<file path="config.mk">
export PLATFORM = sky130hd
export DESIGN_NAME = mc_control_unit_flat
export DESIGN_NICKNAME = d
export VERILOG_FILES = /design/src/rtl/mc_pkg.sv /design/src/rtl/mc_control_unit_if.sv /design/src/rtl/mc_decode.sv /design/src/rtl/mc_control_unit.sv /design/src/flat_wrapper.sv
export SDC_FILE = /design/constraint.sdc
export NUM_CORES = 1
export LEC_CHECK = 0
export ABC_AREA = 1
export CORE_AREA = 4 4 56 58
export DETAILED_ROUTE_END_ITERATION = 10
export DIE_AREA = 0 0 60 62
export DONT_BUFFER_PORTS = 1
export GPL_ROUTABILITY_DRIVEN = 0
export PLACE_DENSITY_LB_ADDON = 0.2
export SLEW_MARGIN = 20
export SYNTH_ARGS = -nofsm -noshare
export SYNTH_HDL_FRONTEND = slang
export SYNTH_SLANG_ARGS = --single-unit
</file>
<file path="constraint.sdc">
create_clock -name clk -period 3.3 [get_ports clk]
set_clock_uncertainty 0.1 [all_clocks]
set_input_delay 0.66 -clock clk [delete_from_list [all_inputs] [get_ports clk]]
set_output_delay 0.66 -clock clk [all_outputs]
set_load 0.02 [all_outputs]
</file>
<file path="src/rtl/mc_pkg.sv">
`default_nettype none
//==============================================================================
// Module   : mc_pkg
// Desc     : Shared encodings for the multicycle MIPS-subset control unit.
// Revision : 1.0 - initial release
//==============================================================================
package mc_pkg;

    localparam logic [2:0] ST_IF  = 3'd0;
    localparam logic [2:0] ST_ID  = 3'd1;
    localparam logic [2:0] ST_EXE = 3'd2;
    localparam logic [2:0] ST_MEM = 3'd3;
    localparam logic [2:0] ST_WB  = 3'd4;

    typedef enum logic [2:0] {
        S_IF  = ST_IF,
        S_ID  = ST_ID,
        S_EXE = ST_EXE,
        S_MEM = ST_MEM,
        S_WB  = ST_WB
    } state_t;

    localparam logic [5:0] OP_RTYPE = 6'h00;
    localparam logic [5:0] OP_J     = 6'h02;
    localparam logic [5:0] OP_JAL   = 6'h03;
    localparam logic [5:0] OP_BEQ   = 6'h04;
    localparam logic [5:0] OP_BNE   = 6'h05;
    localparam logic [5:0] OP_ADDI  = 6'h08;
    localparam logic [5:0] OP_ANDI  = 6'h0c;
    localparam logic [5:0] OP_ORI   = 6'h0d;
    localparam logic [5:0] OP_XORI  = 6'h0e;
    localparam logic [5:0] OP_LUI   = 6'h0f;
    localparam logic [5:0] OP_LW    = 6'h23;
    localparam logic [5:0] OP_SW    = 6'h2b;

    localparam logic [5:0] F_SLL = 6'h00;
    localparam logic [5:0] F_SRL = 6'h02;
    localparam logic [5:0] F_SRA = 6'h03;
    localparam logic [5:0] F_JR  = 6'h08;
    localparam logic [5:0] F_ADD = 6'h20;
    localparam logic [5:0] F_SUB = 6'h22;
    localparam logic [5:0] F_AND = 6'h24;
    localparam logic [5:0] F_OR  = 6'h25;
    localparam logic [5:0] F_XOR = 6'h26;

    localparam logic [3:0] ALUC_ADD = 4'b0000;
    localparam logic [3:0] ALUC_SUB = 4'b0100;
    localparam logic [3:0] ALUC_AND = 4'b0001;
    localparam logic [3:0] ALUC_OR  = 4'b0101;
    localparam logic [3:0] ALUC_XOR = 4'b0010;
    localparam logic [3:0] ALUC_LUI = 4'b0110;
    localparam logic [3:0] ALUC_SLL = 4'b0011;
    localparam logic [3:0] ALUC_SRL = 4'b0111;
    localparam logic [3:0] ALUC_SRA = 4'b1111;

    localparam logic [1:0] PCSRC_ALU    = 2'b00;
    localparam logic [1:0] PCSRC_BRANCH = 2'b01;
    localparam logic [1:0] PCSRC_REGA   = 2'b10;
    localparam logic [1:0] PCSRC_JUMP   = 2'b11;

    localparam logic [1:0] ALUSRCB_REGB     = 2'b00;
    localparam logic [1:0] ALUSRCB_CONST4   = 2'b01;
    localparam logic [1:0] ALUSRCB_IMM      = 2'b10;
    localparam logic [1:0] ALUSRCB_IMM_SHL2 = 2'b11;

    // jump covers the absolute-target forms (j, jal); jr is separate
    typedef struct packed {
        logic       rtype;
        logic       itype;
        logic       branch;
        logic       bne;
        logic       mem;
        logic       load;
        logic       shift;
        logic       zext;
        logic       jump;
        logic       jal;
        logic       jr;
        logic       illegal;
        logic [3:0] aluc;
    } dec_t;

endpackage
`default_nettype wire

</file>
<file path="src/rtl/mc_control_unit_if.sv">
`default_nettype none
//==============================================================================
// Module   : mc_control_unit_if
// Desc     : Instruction/status inputs and datapath control outputs.
// Revision : 1.0 - initial release
//==============================================================================
interface mc_control_unit_if;

    logic [5:0] op;
    logic [5:0] func;
    logic       z;
    logic       mem_ready;
    logic       wpc;
    logic       wir;
    logic       wmem;
    logic       wreg;
    logic       iord;
    logic       regrt;
    logic       m2reg;
    logic       jal;
    logic       sext;
    logic       shift;
    logic       alusrca;
    logic [1:0] alusrcb;
    logic [1:0] pcsource;
    logic [3:0] aluc;
    logic [2:0] state;
    logic       illegal;
    logic       mem_err;

    modport master (
        input  op, func, z, mem_ready,
        output wpc, wir, wmem, wreg, iord, regrt, m2reg, jal, sext, shift,
               alusrca, alusrcb, pcsource, aluc, state, illegal, mem_err
    );

    modport slave (
        output op, func, z, mem_ready,
        input  wpc, wir, wmem, wreg, iord, regrt, m2reg, jal, sext, shift,
               alusrca, alusrcb, pcsource, aluc, state, illegal, mem_err
    );

endinterface
`default_nettype wire

</file>
<file path="src/rtl/mc_decode.sv">
`default_nettype none
//==============================================================================
// Module   : mc_decode
// Desc     : Combinational op/func decode into instruction-class flags.
// Revision : 1.0 - initial release
//==============================================================================
module mc_decode
    import mc_pkg::*;
(
    input  logic [5:0] op,
    input  logic [5:0] func,
    output dec_t       dec
);

    always_comb begin
        dec      = '0;
        dec.aluc = ALUC_ADD;
        case (op)
            OP_RTYPE: begin
                case (func)
                    F_ADD: dec.rtype = 1'b1;
                    F_SUB: begin dec.rtype = 1'b1; dec.aluc = ALUC_SUB; end
                    F_AND: begin dec.rtype = 1'b1; dec.aluc = ALUC_AND; end
                    F_OR:  begin dec.rtype = 1'b1; dec.aluc = ALUC_OR;  end
                    F_XOR: begin dec.rtype = 1'b1; dec.aluc = ALUC_XOR; end
                    F_SLL: begin dec.rtype = 1'b1; dec.shift = 1'b1; dec.aluc = ALUC_SLL; end
                    F_SRL: begin dec.rtype = 1'b1; dec.shift = 1'b1; dec.aluc = ALUC_SRL; end
                    F_SRA: begin dec.rtype = 1'b1; dec.shift = 1'b1; dec.aluc = ALUC_SRA; end
                    F_JR:  dec.jr = 1'b1;
                    default: dec.illegal = 1'b1;
                endcase
            end
            OP_ADDI: dec.itype = 1'b1;
            OP_ANDI: begin dec.itype = 1'b1; dec.zext = 1'b1; dec.aluc = ALUC_AND; end
            OP_ORI:  begin dec.itype = 1'b1; dec.zext = 1'b1; dec.aluc = ALUC_OR;  end
            OP_XORI: begin dec.itype = 1'b1; dec.zext = 1'b1; dec.aluc = ALUC_XOR; end
            OP_LUI:  begin dec.itype = 1'b1; dec.aluc = ALUC_LUI; end
            OP_LW:   begin dec.itype = 1'b1; dec.mem = 1'b1; dec.load = 1'b1; end
            OP_SW:   dec.mem = 1'b1;
            OP_BEQ:  begin dec.branch = 1'b1; dec.aluc = ALUC_SUB; end
            OP_BNE:  begin dec.branch = 1'b1; dec.bne = 1'b1; dec.aluc = ALUC_SUB; end
            OP_J:    dec.jump = 1'b1;
            OP_JAL:  begin dec.jump = 1'b1; dec.jal = 1'b1; end
            default: dec.illegal = 1'b1;
        endcase
    end

endmodule
`default_nettype wire

</file>
<file path="src/rtl/mc_control_unit.sv">
`default_nettype none
//==============================================================================
// Module   : mc_control_unit
// Desc     : Multicycle control FSM driving the MIPS-subset datapath selects.
// Revision : 1.0 - initial release
//==============================================================================
module mc_control_unit
    import mc_pkg::*;
#(
    parameter int MEM_TIMEOUT = 16
) (
    input  logic                clk,
    input  logic                rst,
    mc_control_unit_if.master   bus
);

    localparam logic [7:0] TIMEOUT_LAST = 8'(MEM_TIMEOUT - 1);

    state_t     state_reg;
    state_t     next_state;
    logic [7:0] wait_cnt;
    logic       wait_phase;
    logic       timeout;
    dec_t       dec;

    mc_decode u_decode (
        .op   (bus.op),
        .func (bus.func),
        .dec  (dec)
    );

    assign wait_phase = ((state_reg == S_IF) || (state_reg == S_MEM)) && !bus.mem_ready;
    assign timeout    = wait_phase && (wait_cnt == TIMEOUT_LAST);
    assign bus.state  = state_reg;

    always_ff @(posedge clk) begin
        if (rst) begin
            state_reg <= S_IF;
            wait_cnt  <= 8'd0;
        end else begin
            state_reg <= next_state;
            // every exit from IF/MEM (ready or timeout) restarts the count
            wait_cnt  <= (wait_phase && !timeout) ? wait_cnt + 8'd1 : 8'd0;
        end
    end

    always_comb begin
        next_state   = state_reg;
        bus.wpc      = 1'b0;
        bus.wir      = 1'b0;
        bus.wmem     = 1'b0;
        bus.wreg     = 1'b0;
        bus.iord     = 1'b0;
        bus.regrt    = 1'b0;
        bus.m2reg    = 1'b0;
        bus.jal      = 1'b0;
        bus.sext     = 1'b0;
        bus.shift    = 1'b0;
        bus.alusrca  = 1'b0;
        bus.alusrcb  = ALUSRCB_REGB;
        bus.pcsource = PCSRC_ALU;
        bus.aluc     = ALUC_ADD;
        bus.illegal  = 1'b0;
        bus.mem_err  = 1'b0;

        case (state_reg)
            S_IF: begin
                bus.alusrcb = ALUSRCB_CONST4;
                if (bus.mem_ready) begin
                    bus.wir    = 1'b1;
                    bus.wpc    = 1'b1;
                    next_state = S_ID;
                end else if (timeout) begin
                    bus.mem_err = 1'b1;
                end
            end
            S_ID: begin
                // speculative branch target computed into ALUOut
                bus.alusrcb = ALUSRCB_IMM_SHL2;
                bus.sext    = 1'b1;
                next_state  = S_IF;
                if (dec.illegal) begin
                    bus.illegal = 1'b1;
                end else if (dec.jr) begin
                    bus.pcsource = PCSRC_REGA;
                    bus.wpc      = 1'b1;
                end else if (dec.jump) begin
                    bus.pcsource = PCSRC_JUMP;
                    bus.wpc      = 1'b1;
                    bus.wreg     = dec.jal;
                    bus.jal      = dec.jal;
                end else begin
                    next_state = S_EXE;
                end
            end
            S_EXE: begin
                bus.aluc    = dec.aluc;
                bus.alusrca = 1'b1;
                if (dec.rtype) begin
                    bus.shift  = dec.shift;
                    next_state = S_WB;
                end else if (dec.branch) begin
                    next_state = S_IF;
                    if (dec.bne ? !bus.z : bus.z) begin
                        bus.pcsource = PCSRC_BRANCH;
                        bus.wpc      = 1'b1;
                    end
                end else begin
                    bus.alusrcb = ALUSRCB_IMM;
                    bus.sext    = !dec.zext;
                    next_state  = dec.mem ? S_MEM : S_WB;
                end
            end
            S_MEM: begin
                bus.iord = 1'b1;
                if (bus.mem_ready) begin
                    bus.wmem   = !dec.load;
                    next_state = dec.load ? S_WB : S_IF;
                end else if (timeout) begin
                    bus.mem_err = 1'b1;
                    next_state  = S_IF;
                end
            end
            S_WB: begin
                bus.wreg   = 1'b1;
                bus.regrt  = dec.itype;
                bus.m2reg  = dec.load;
                next_state = S_IF;
            end
            default: next_state = S_IF;
        endcase

        if (rst) begin
            bus.wpc     = 1'b0;
            bus.wir     = 1'b0;
            bus.wmem    = 1'b0;
            bus.wreg    = 1'b0;
            bus.illegal = 1'b0;
            bus.mem_err = 1'b0;
        end
    end

endmodule
`default_nettype wire
</file>
<file path="src/flat_wrapper.sv">
// flat-port wrapper written by rule: the top's interface ports become plain ports
module mc_control_unit_flat import mc_pkg::*;
#(
    parameter int MEM_TIMEOUT = 16
)
  (clk, rst, bus_op, bus_func, bus_z, bus_mem_ready, bus_wpc, bus_wir, bus_wmem, bus_wreg, bus_iord, bus_regrt, bus_m2reg, bus_jal, bus_sext, bus_shift, bus_alusrca, bus_alusrcb, bus_pcsource, bus_aluc, bus_state, bus_illegal, bus_mem_err);
  mc_control_unit_if bus_i ();
  input  logic clk;
  input  logic rst;
  input wire logic [$bits(bus_i.op)-1:0] bus_op;
  input wire logic [$bits(bus_i.func)-1:0] bus_func;
  input wire logic [$bits(bus_i.z)-1:0] bus_z;
  input wire logic [$bits(bus_i.mem_ready)-1:0] bus_mem_ready;
  output wire logic [$bits(bus_i.wpc)-1:0] bus_wpc;
  output wire logic [$bits(bus_i.wir)-1:0] bus_wir;
  output wire logic [$bits(bus_i.wmem)-1:0] bus_wmem;
  output wire logic [$bits(bus_i.wreg)-1:0] bus_wreg;
  output wire logic [$bits(bus_i.iord)-1:0] bus_iord;
  output wire logic [$bits(bus_i.regrt)-1:0] bus_regrt;
  output wire logic [$bits(bus_i.m2reg)-1:0] bus_m2reg;
  output wire logic [$bits(bus_i.jal)-1:0] bus_jal;
  output wire logic [$bits(bus_i.sext)-1:0] bus_sext;
  output wire logic [$bits(bus_i.shift)-1:0] bus_shift;
  output wire logic [$bits(bus_i.alusrca)-1:0] bus_alusrca;
  output wire logic [$bits(bus_i.alusrcb)-1:0] bus_alusrcb;
  output wire logic [$bits(bus_i.pcsource)-1:0] bus_pcsource;
  output wire logic [$bits(bus_i.aluc)-1:0] bus_aluc;
  output wire logic [$bits(bus_i.state)-1:0] bus_state;
  output wire logic [$bits(bus_i.illegal)-1:0] bus_illegal;
  output wire logic [$bits(bus_i.mem_err)-1:0] bus_mem_err;
  assign bus_i.op = bus_op;
  assign bus_i.func = bus_func;
  assign bus_i.z = bus_z;
  assign bus_i.mem_ready = bus_mem_ready;
  assign bus_wpc = bus_i.wpc;
  assign bus_wir = bus_i.wir;
  assign bus_wmem = bus_i.wmem;
  assign bus_wreg = bus_i.wreg;
  assign bus_iord = bus_i.iord;
  assign bus_regrt = bus_i.regrt;
  assign bus_m2reg = bus_i.m2reg;
  assign bus_jal = bus_i.jal;
  assign bus_sext = bus_i.sext;
  assign bus_shift = bus_i.shift;
  assign bus_alusrca = bus_i.alusrca;
  assign bus_alusrcb = bus_i.alusrcb;
  assign bus_pcsource = bus_i.pcsource;
  assign bus_aluc = bus_i.aluc;
  assign bus_state = bus_i.state;
  assign bus_illegal = bus_i.illegal;
  assign bus_mem_err = bus_i.mem_err;
  mc_control_unit #(.MEM_TIMEOUT(MEM_TIMEOUT)) u_core (.clk(clk), .rst(rst), .bus(bus_i));
endmodule
</file>
run_1/m1.png
The bar under the picture is 20 um long.
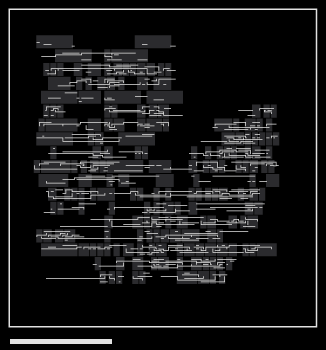
nets with wire on the layer = 191
main direction = horizontal

run_1/m2.png
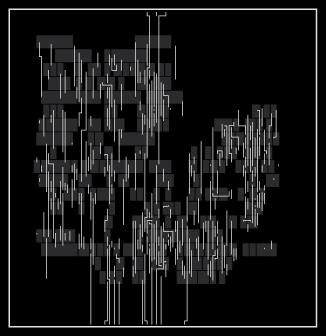
main direction = vertical
wire length on this layer = 1200 um
wire length reported by the detailed router: 2750 um
met2 GRT Util: 0.241
Via Count: 1210

==> results.py, run 1 <==
# Flow results
metrics = {
    "place": {
        "dpl.cell_count": 222,
        "number_of_port_buffers": 0,
        "dp.final_hpwl_um": 2350,
        "placement.setup.worst_slack_ns": 0.666,
    },
    "logic_synthesis": {
        "synthesized_cell_area_um2": 1130,
        "yosysMostFrequentCell": "nand2_1",
    },
    "route": {
        "avgViaCountPerCell": 5.35,
    },
    "worst_setup_path": {
        "start_kind": "flip-flop",
        "critPathRequiredTime_ns": 2.54,
        "critPathMaxStageDelay_ns": 0.56,
        "criticalPathCategory": "flip-flop to output pin",
        "worstSetupStartpoint": "u_core.bus.state[1]",
    },
    "global_route": {
        "first_global_vias": 1084,
        "overall_fraction_of_global_route_tracks_in_use": 0.157,
        "grt_first_pass_wirelength_um": 4530,
        "grt_remaining_overflow": 0,
    },
    "finish": {
        "finalNonFillerCells": 226,
        "filler_cell_count": 298,
        "most-common-layout-cells": "nand2_1 (37), nor2_1 (32), inv_1 (31)",
        "final_net_count": 213,
    },
    "power_and_ir_drop": {
        "post_layout_power_uw": 309,
        "power_per_cell_area_nw_per_um2": 261,
    },
    "clock_tree": {
        "clock_sinks": 11,
        "h-tree-depth": 1,
        "clk_pin_slew_worst_paths_ns": 0.07,
    },
    "run_status": {
        "outcome": "completed",
    },
    "sta": {
        "tightestPinTransition_ns": 0.645,
        "count_of_final_setup_violators": 0,
        "totalNegativeSetupSlack_ns": 0,
        "rsz_0062_raised_after_global_routing": "no",
        "slew_violations": 0,
        "maxSlewHeadroom": 0.567,
    },
    "floorplanning": {
        "core_area_um2": 2660,
        "fp_util": 0.425,
    },
    "run": {
        "stage_log_warnings": 26,
    },
}
run_1/m3.png
The bar under the picture is 20 um long.
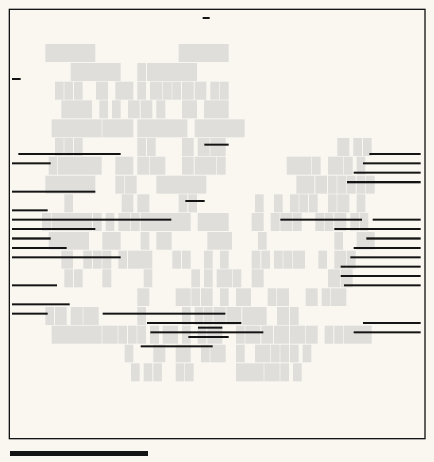
longest straight run = 22.8 um
wire length on this layer = 334 um
nets with wire on the layer = 34
share of all routed wire = 12%

## run 1: worst max-delay path, delay by kind of cell (launching register included)
kind	cells	cell delay, ns
simple gates	2	0.92
flops	1	0.56
buf+inv	2	0.26
## run 1: worst paths after layout
path	to	slack (ns)	depth (start not counted)
max	bus_aluc[3]	0.53	4
min	u_core.wait_cnt[0]	0.35	1
max reg2reg	u_core.bus.state[1]	1.56	8
min reg2reg	u_core.wait_cnt[0]	0.35	1
## run 1: logic make-up (layout without fill, tap and decap cells)
kind of cell | count (synthesis) | count (layout) | synth area share
flip-flops | 11 | 11 | 0.194
AND/OR/NAND/NOR | 121 | 121 | 0.538
adder cells (fa/ha/maj) | 1 | 1 | 0.0110
buffers and inverters | 39 | 42 | 0.141
XOR/XNOR | 1 | 1 | 0.00774
AND-OR/OR-AND | 19 | 19 | 0.107
## run 1: area by class of cell
class	count	area, um2	share of cell area
Multi-Input combinational cell	142	752	0.635
Sequential cell	11	220	0.186
Inverter	37	139	0.117
Tap cell	31	38.8	0.0328
Clock buffer	4	26.3	0.0222
Timing Repair Buffer	1	7.51	0.00634
## run 1: power breakdown
group | internal (uW) | switching (uW) | total, uW
registers | 136 | 7.07 | 143
logic | 21.0 | 53.5 | 74.5
clock network | 46.7 | 44.4 | 91.1
total | 204 | 105 | 309
## run 1: stage by stage
step                area, um2  hold WS, ns
finish                   1180        0.350
global route             1180        0.334
CTS                      1180        0.340
detailed placement       1160        0.347
global placement         1160        0.330
floorplan                1130        0.318
## run 1: per-layer routing
metal  vias to the layer above  share of wire  GRT usage
li1                        627              -          -
met1                       529           0.43      0.214
met2                        50           0.43      0.241
met3                         4           0.12     0.0372
met4                         0          0.013     0.0570
met5                         -              0          0
--- run 2 (diff from run 1) ---
Clock period 3.3 ns to 2.3 ns, I/O delays scaled along.
run_2/m2.png
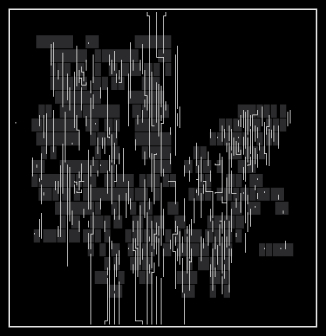
longest straight run = 27.7 um
wire length on this layer = 1230 um
share of all routed wire = 44%
main direction = vertical
met2 GRT Util: 0.242
wire length reported by the detailed router: 2810 um
Via Count: 1258

run_2/m1.png
The bar under the picture is 20 um long.
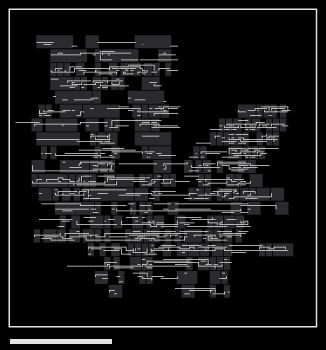
main direction = horizontal
wire length on this layer = 1270 um
longest straight run = 24.4 um

run_2/placed.png
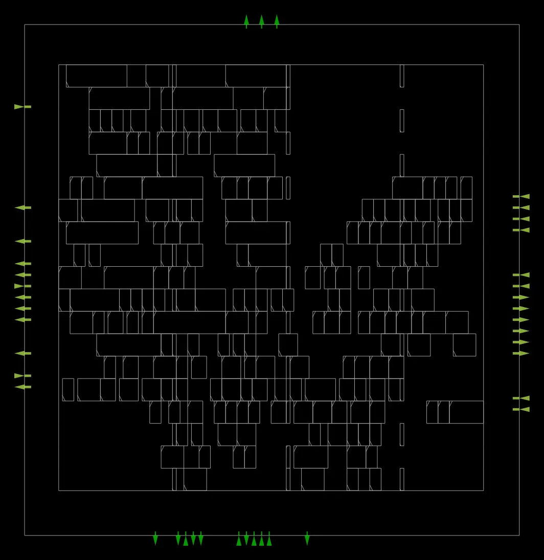
number of standard cells in the layout, taps in and fillers out: 238
fill cell instance count of the final layout: 280
sequential portion of the cell area: 0.178
area inside the core boundary: 2660 um2

==> run 2 against run 1 <==
  * Wire length is 2.2% higher
  * Global-route usage is 0.063 points lower
  * Register-to-register slack worse by 0.73 ns
  * Final area is 8.6% higher
  * Highest routed layer unchanged
  * Synthesized area stayed put
  * First-iteration DRC count is 47% lower
  * Utilization is 3.8 points higher
==> results.py, run 2 <==
# Flow results
metrics = {
    "global_route": {
        "overall_fraction_of_global_route_tracks_in_use": 0.156,
        "antenna_found_initial": 0,
        "first_global_vias": 1077,
        "grt_remaining_overflow": 0,
        "grt_first_pass_wirelength_um": 4500,
        "grt_max_degree": 10,
    },
    "worst_setup_path": {
        "critPathRequiredTime_ns": 1.74,
        "critical_path.max_fanout": 6,
        "r2r-end": "u_core.bus.state[1]",
        "worstSetupStartpoint": "u_core.bus.state[1]",
        "worstReg2RegStart": "u_core.wait_cnt[0]",
        "reg2reg_depth": 8,
        "reg2reg_setup_slack_ns": 0.83,
        "criticalPathCategory": "flip-flop to output pin",
        "critPathArrivalTime_ns": 1.60,
        "setup.worst_path.end": "bus_wpc",
        "worstSetupEndpointType": "output pin",
        "start_kind": "flip-flop",
    },
    "clock_tree": {
        "cts_tree": "built",
        "cts_buffers": 3,
        "clk_pin_slew_worst_paths_ns": 0.07,
        "post-cts-setup-buffers": 0,
        "clockBufferDepth": 2,
        "h-tree-depth": 1,
        "clock_sinks": 11,
        "clkLatencyLatePin_ns": 0.27,
        "ctsHoldBuffers": 0,
    },
    "sta": {
        "tightestPinTransition_ns": 0.385,
        "timing.final.ws_setup_ns": 0.142,
        "maxSlewHeadroom": 0.742,
        "maxClockFrequency_ghz": 0.463,
        "fin_hold_ws_ns": 0.138,
        "count_of_final_setup_violators": 0,
        "min_period_ns": 2.16,
        "report.final.hold_viol_count": 0,
        "totalNegativeSetupSlack_ns": 0,
        "slew_violations": 0,
        "rsz_0062_raised_after_global_routing": "no",
    },
    "finish": {
        "final_net_count": 225,
        "final_design_area_no_fill_um2": 1280,
        "antenna_cells": 0,
        "layout.cells.most_common": "nand2_1",
        "largest_register_ffs": 8,
        "areaGrowthSynthToFinish_pct": 13.5,
        "final_core_utilization": 0.483,
        "most-common-layout-cells": "nand2_1 (37), inv_1 (31), nor2_1 (31)",
    },
    "run": {
        "stage_log_warnings": 26,
        "cap_violations": 0,
    },
    "logic_synthesis": {
        "synth.yosys.warnings": 0,
        "synth-edff-count": 0,
        "ys_top_cells_by_area": "dfxtp_1 (19%), nand2_1 (12%), nor2_1 (11%)",
        "postSynthCellCount": 192,
        "ys_ff": 11,
        "ys_types": 30,
        "synthesized_cell_area_um2": 1130,
        "synth_stat.cells": 192,
        "synth-async-reset-ratio": 0,
        "yosysTopAreaCellShare": 0.194,
        "dominantRegCellSynth": "dfxtp_1",
        "largest_area_cell": "dfxtp_1",
        "synth.top_cells.by_count": "nand2_1 (37), nor2_1 (32), inv_1 (31)",
        "yosysMostFrequentCell": "nand2_1",
        "syn_avg_cell_area_um2": 5.90,
        "synth_chip_area_um2": 1130,
    },
    "floorplanning": {
        "die-width_um": 60,
        "num_io_pins": 40,
        "fp_util": 0.425,
        "die_h_um": 62,
    },
    "place": {
        "detailed_place.area_um2": 1240,
        "dpl.cell_count": 233,
        "number_of_port_buffers": 0,
        "dp.final_hpwl_um": 2320,
        "placement.setup.worst_slack_ns": 0.227,
    },
    "power_and_ir_drop": {
        "power_per_cell_area_nw_per_um2": 353,
        "post_layout_power_uw": 454,
    },
    "route": {
        "dr.first_iter.drc_count": 62,
        "antenna_left": 0,
        "post_drt_wl_per_cell_um": 11.8,
        "detail_route.drc_violations": 0,
        "avgViaCountPerCell": 5.29,
        "first_pass_iters": 4,
    },
    "run_status": {
        "outcome": "completed",
    },
}
## run 2: worst min path at each step
stage	start	to	slack (ns)	cells after the start
after floorplan	u_core.wait_cnt[0]	u_core.wait_cnt[0]	0.32	1
after global placement	u_core.wait_cnt[0]	u_core.wait_cnt[0]	0.33	1
after detailed placement	u_core.wait_cnt[0]	u_core.wait_cnt[0]	0.35	1
after CTS	rst	u_core.bus.state[2]	0.13	1
after global routing	rst	u_core.bus.state[0]	0.12	1
final	rst	u_core.bus.state[2]	0.14	1
## run 2: where the power goes
part | switching (uW) | total [uW] | internal (uW)
Sequential | 9.86 | 205 | 195
Combinational | 77.5 | 115 | 37.5
Clock | 67.2 | 134 | 67.3
Total | 155 | 454 | 300
## run 2: logic make-up (layout without fill, tap and decap cells)
group,after synthesis,count (layout),synth area share
compound gates,19,19,0.107
simple gates,121,121,0.538
buf+inv,39,54,0.141
fa+ha+maj,1,1,0.0110
flops,11,11,0.194
xor+xnor,1,1,0.00774
## run 2: per-layer routing
metal | routed length (um) | vias to the layer above | share of wire | track usage
li1 | - | 654 | - | -
met1 | 1270 | 546 | 0.45 | 0.211
met2 | 1230 | 53 | 0.44 | 0.242
met3 | 269 | 5 | 0.096 | 0.0248
met4 | 46 | 0 | 0.016 | 0.0759
met5 | 0 | - | 0 | 0
## run 2: worst max-delay path: stages (launching register included)
cell,delay (ns)
dfxtp_4,0.42
inv_1,0.08
nor3_4,0.27
nand4_1,0.17
a31oi_1,0.21
buf_4,0.17
## run 2: area by class of cell
type / instances / area, um2
clock buffers: 4 / 26.3
fillers: 280 / 1380
inverters: 37 / 139
multi-input cells: 142 / 754
flip-flops and latches: 11 / 229
well taps: 31 / 38.8
repair buffers: 13 / 97.6
Power figures rest on the tool's default switching activity, not on a simulated workload.
